--- src/rtl/frame_writer.sv ---
// frame_writer
//   Writes one frame of pixels (capture) or a solid colour (clear) into one
//   of NUM_FRAMES slots of a frame store through its port A. Port B has
//   priority: while port_b_wr is high no port A write is issued and the
//   pixel count holds.
//
// Ports
//   clk, rst_n        clock (rising edge) and async active-low reset
//   start, clear_req  one-cycle requests, honoured only in IDLE
//   frame_sel         target slot index
//   fill_colour       colour written by a clear
//   pix_valid/ready   upstream pixel handshake, pix_data the pixel
//   port_b_wr         port B is writing this cycle
//   bram_addr/we/data port A write interface (registered)
//   busy              capture or clear in progress
//   frame_done        pulse on the final write of an operation
//   err               pulse after a request with an out-of-range slot
//
// state   | meaning
// IDLE    | waiting for start or clear_req
// CAPTURE | writing accepted upstream pixels into the slot
// CLEAR   | writing fill_colour into every pixel of the slot

module frame_writer #(
  parameter int N            = 15,
  parameter int W            = 16,
  parameter int FRAME_PIXELS = 6144,
  parameter int NUM_FRAMES   = 5
) (
  input  logic         clk,
  input  logic         rst_n,
  input  logic         start,
  input  logic         clear_req,
  input  logic [2:0]   frame_sel,
  input  logic [W-1:0] fill_colour,
  input  logic         pix_valid,
  input  logic [W-1:0] pix_data,
  output logic         pix_ready,
  input  logic         port_b_wr,
  output logic [N-1:0] bram_addr,
  output logic         bram_we,
  output logic [W-1:0] bram_data,
  output logic         busy,
  output logic         frame_done,
  output logic         err
);

  typedef enum logic [1:0] {IDLE, CAPTURE, CLEAR} state_t;

  localparam logic [N-1:0] FP_N = N'(FRAME_PIXELS);
  localparam logic [N-1:0] LAST = N'(FRAME_PIXELS - 1);

  state_t       state, next_state;
  logic [N-1:0] base, base_d;
  logic [N-1:0] count, count_d;
  logic [N-1:0] addr_d;
  logic [W-1:0] data_d;
  logic         we_d, done_d, err_d;
  logic         wr_go;
  logic [W-1:0] wr_val;
  logic         sel_ok;

  assign sel_ok    = 32'(frame_sel) < NUM_FRAMES;
  assign pix_ready = (state == CAPTURE) && !port_b_wr;
  assign busy      = (state != IDLE);

  always_ff @(posedge clk or negedge rst_n) begin
    if (!rst_n) begin
      state      <= IDLE;
      base       <= '0;
      count      <= '0;
      bram_we    <= 1'b0;
      bram_addr  <= '0;
      bram_data  <= '0;
      frame_done <= 1'b0;
      err        <= 1'b0;
    end else begin
      state      <= next_state;
      base       <= base_d;
      count      <= count_d;
      bram_we    <= we_d;
      bram_addr  <= addr_d;
      bram_data  <= data_d;
      frame_done <= done_d;
      err        <= err_d;
    end
  end

  always_comb begin
    next_state = state;
    base_d     = base;
    count_d    = count;
    we_d       = 1'b0;
    addr_d     = bram_addr;
    data_d     = bram_data;
    done_d     = 1'b0;
    err_d      = 1'b0;
    wr_go      = 1'b0;
    wr_val     = bram_data;

    case (state)
      IDLE: begin
        if (start || clear_req) begin
          if (sel_ok) begin
            base_d     = N'(frame_sel) * FP_N;
            count_d    = '0;
            // clear has priority when both requests arrive together
            next_state = clear_req ? CLEAR : CAPTURE;
          end else begin
            err_d = 1'b1;
          end
        end
      end
      CAPTURE: begin
        if (pix_valid && !port_b_wr) begin
          wr_go  = 1'b1;
          wr_val = pix_data;
        end
      end
      CLEAR: begin
        if (!port_b_wr) begin
          wr_go  = 1'b1;
          wr_val = fill_colour;
        end
      end
      default: next_state = IDLE;
    endcase

    // The write registered here appears on port A next cycle; the final
    // one drops back to IDLE so busy falls together with frame_done.
    if (wr_go) begin
      we_d    = 1'b1;
      addr_d  = base + count;
      data_d  = wr_val;
      count_d = count + 1'b1;
      if (count == LAST) begin
        done_d     = 1'b1;
        next_state = IDLE;
      end
    end
  end

endmodule

--- config.mk ---
export PLATFORM = sky130hd
export DESIGN_NAME = frame_writer
export DESIGN_NICKNAME = d
export VERILOG_FILES = /design/src/rtl/frame_writer.sv
export SDC_FILE = /design/constraint.sdc
export NUM_CORES = 1
export LEC_CHECK = 0
export CELL_PAD_IN_SITES_DETAIL_PLACEMENT = 1
export CELL_PAD_IN_SITES_GLOBAL_PLACEMENT = 2
export CORE_UTILIZATION = 31
export DETAILED_ROUTE_END_ITERATION = 6
export PLACE_DENSITY = 0.91
export SLEW_MARGIN = 20
export SYNTH_ARGS = -nofsm -noshare
export SYNTH_HDL_FRONTEND = slang
export SYNTH_SLANG_ARGS = --single-unit
--- constraint.sdc ---
create_clock -name clk -period 3.8 [get_ports clk]
set_clock_uncertainty 0.15 [all_clocks]
set_input_delay 0.76 -clock clk [delete_from_list [all_inputs] [get_ports clk]]
set_output_delay 0.76 -clock clk [all_outputs]
set_load 0.05 [all_outputs]
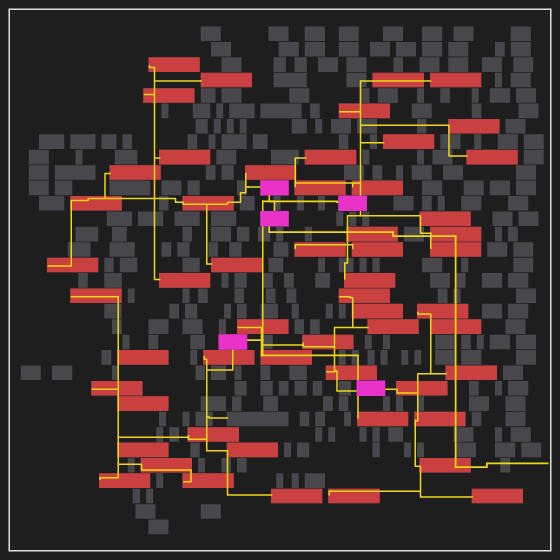
Figure 1: clock wires, drivers and flops.
cells driving clock nets: drawn in magenta, count 5. flip-flops: drawn in red, count 55. clock wires: drawn in yellow, length 704 µm.
There are 6 routed clock nets.
clk latency late pin: 310 ps
power in the clock group: 383 µW
proportion of power drawn by the clock network: 0.274

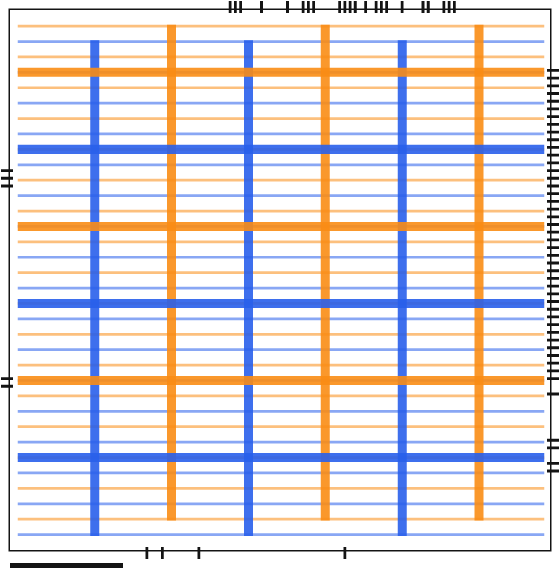
Figure 2: floorplan with the power grid.
The bar under the picture is 20 µm long. Pins as bars on the die edge.
VDD: drawn in orange. VSS: drawn in blue.
34 met1 rails follow the rows. 6 straps on met4. 77 signal pins sit on the boundary. The core has 33 rows.
area of the core: 8341 µm²
die width: 95.33 µm

==> results.py <==
# Metrics from the implementation run
metrics = {
    "outcome": {
        "run_status": "completed",
    },
    "sta": {
        "rsz0062_at_grt": "false",
        "hold_viol": 0,
        "setup_ws_final_ps": 741.7,
        "final_setup_viols": 0,
        "slew_headroom": 0.5070,
        "timing_worst_slew_pin_value_ps": 734.9,
    },
    "placement": {
        "post_dp_cell_area_um2": 3562,
    },
    "layout": {
        "final-comb-area_um2": 1239,
        "layout.sequential_cells": 55,
        "antenna_cells_inserted": 0,
        "seqAreaFraction": 0.3752,
        "fill_cells": 940,
    },
    "yosys": {
        "synth-cells-yosys": 271,
        "postSynthRegisterBits": 55,
        "mux_share": 0.08665,
        "synth_cell_type_count": 42,
        "synth-edff-count": 0,
        "synthesis.area_um2": 2700,
        "ys_seq_share": 0.5097,
        "synth-async-reset-ratio": 1.000,
        "ys_top_logic_family": "simple AND/OR/NAND/NOR gates",
        "synthesis.nets": 324,
        "xor_area_frac": 0.01297,
        "synth_largest_type_area_fraction": 0.5097,
        "syn-instance-count": 271,
        "yosys-top-cells-area": "sky130_fd_sc_hd__dfrtp_1 51%, sky130_fd_sc_hd__mux2i_1 7.4%, sky130_fd_sc_hd__nand2_1 6.8%",
    },
    "routing": {
        "antenna_viol_nets_final": 0,
    },
    "critical_path": {
        "setup_slack_reg_to_reg_ps": 1070,
        "critical_path_buf_inv_count": 2,
        "timing.rr.start": "state[0]",
        "cp_num_cells": 3,
    },
    "pwr": {
        "pwr-share-seq": 0.482,
        "ir_drop_uv": 143.9,
    },
    "floorplanning": {
        "starting_density_of_the_core": 0.3237,
        "num_tap_cells": 105,
        "rows": 33,
    },
    "job": {
        "stage_log_warnings": 30,
    },
}
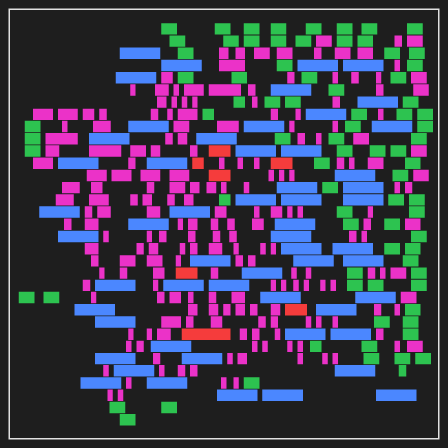
Figure 3: cells coloured by class.
all other logic: drawn in magenta, cells 203, share of their area 36%. flops: drawn in blue, cells 55, share of their area 39%. clock drivers and dummy loads: drawn in red, cells 7, share of their area 3.0%. other buffers and delay cells: drawn in green, cells 80, share of their area 22%.

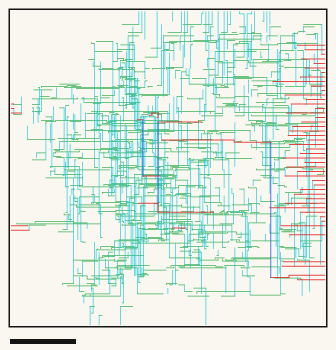
Figure 4: metal layers overlaid.
The bar under the picture is 20 µm long.
met3: drawn in red, wire length 462 µm. met2: drawn in cyan, wire length 3,290 µm. met4: drawn in blue, wire length 82.3 µm. met1: drawn in green, wire length 2,920 µm.
vias post-DR: 2,223
global routing usage summed across all routing layers: 0.1562
total wirelength of the detailed-routed design: 6750 µm
routed len/inst: 15.00 µm

layer usage:
| metal | vias up | part of all wire | GRT usage |
|---|---|---|---|
| met4 | 0 | 0.012 | 0.04545 |
| met1 | 1069 | 0.43 | 0.1919 |
| met2 | 63 | 0.49 | 0.2744 |
| li1 | 1085 | - | - |
| met5 | - | 0 | 0 |
| met3 | 6 | 0.068 | 0.03190 |
flip-flops by register name, indices dropped and copies added (netlist names):
| signal | flops |
|---|---|
| bram_data | 16 |
| bram_addr | 15 |
| count | 15 |
| base | 4 |
| state | 2 |
| bram_we | 1 |
| err | 1 |
| frame_done | 1 |
Power figures rest on the tool's default switching activity, not on a simulated workload.
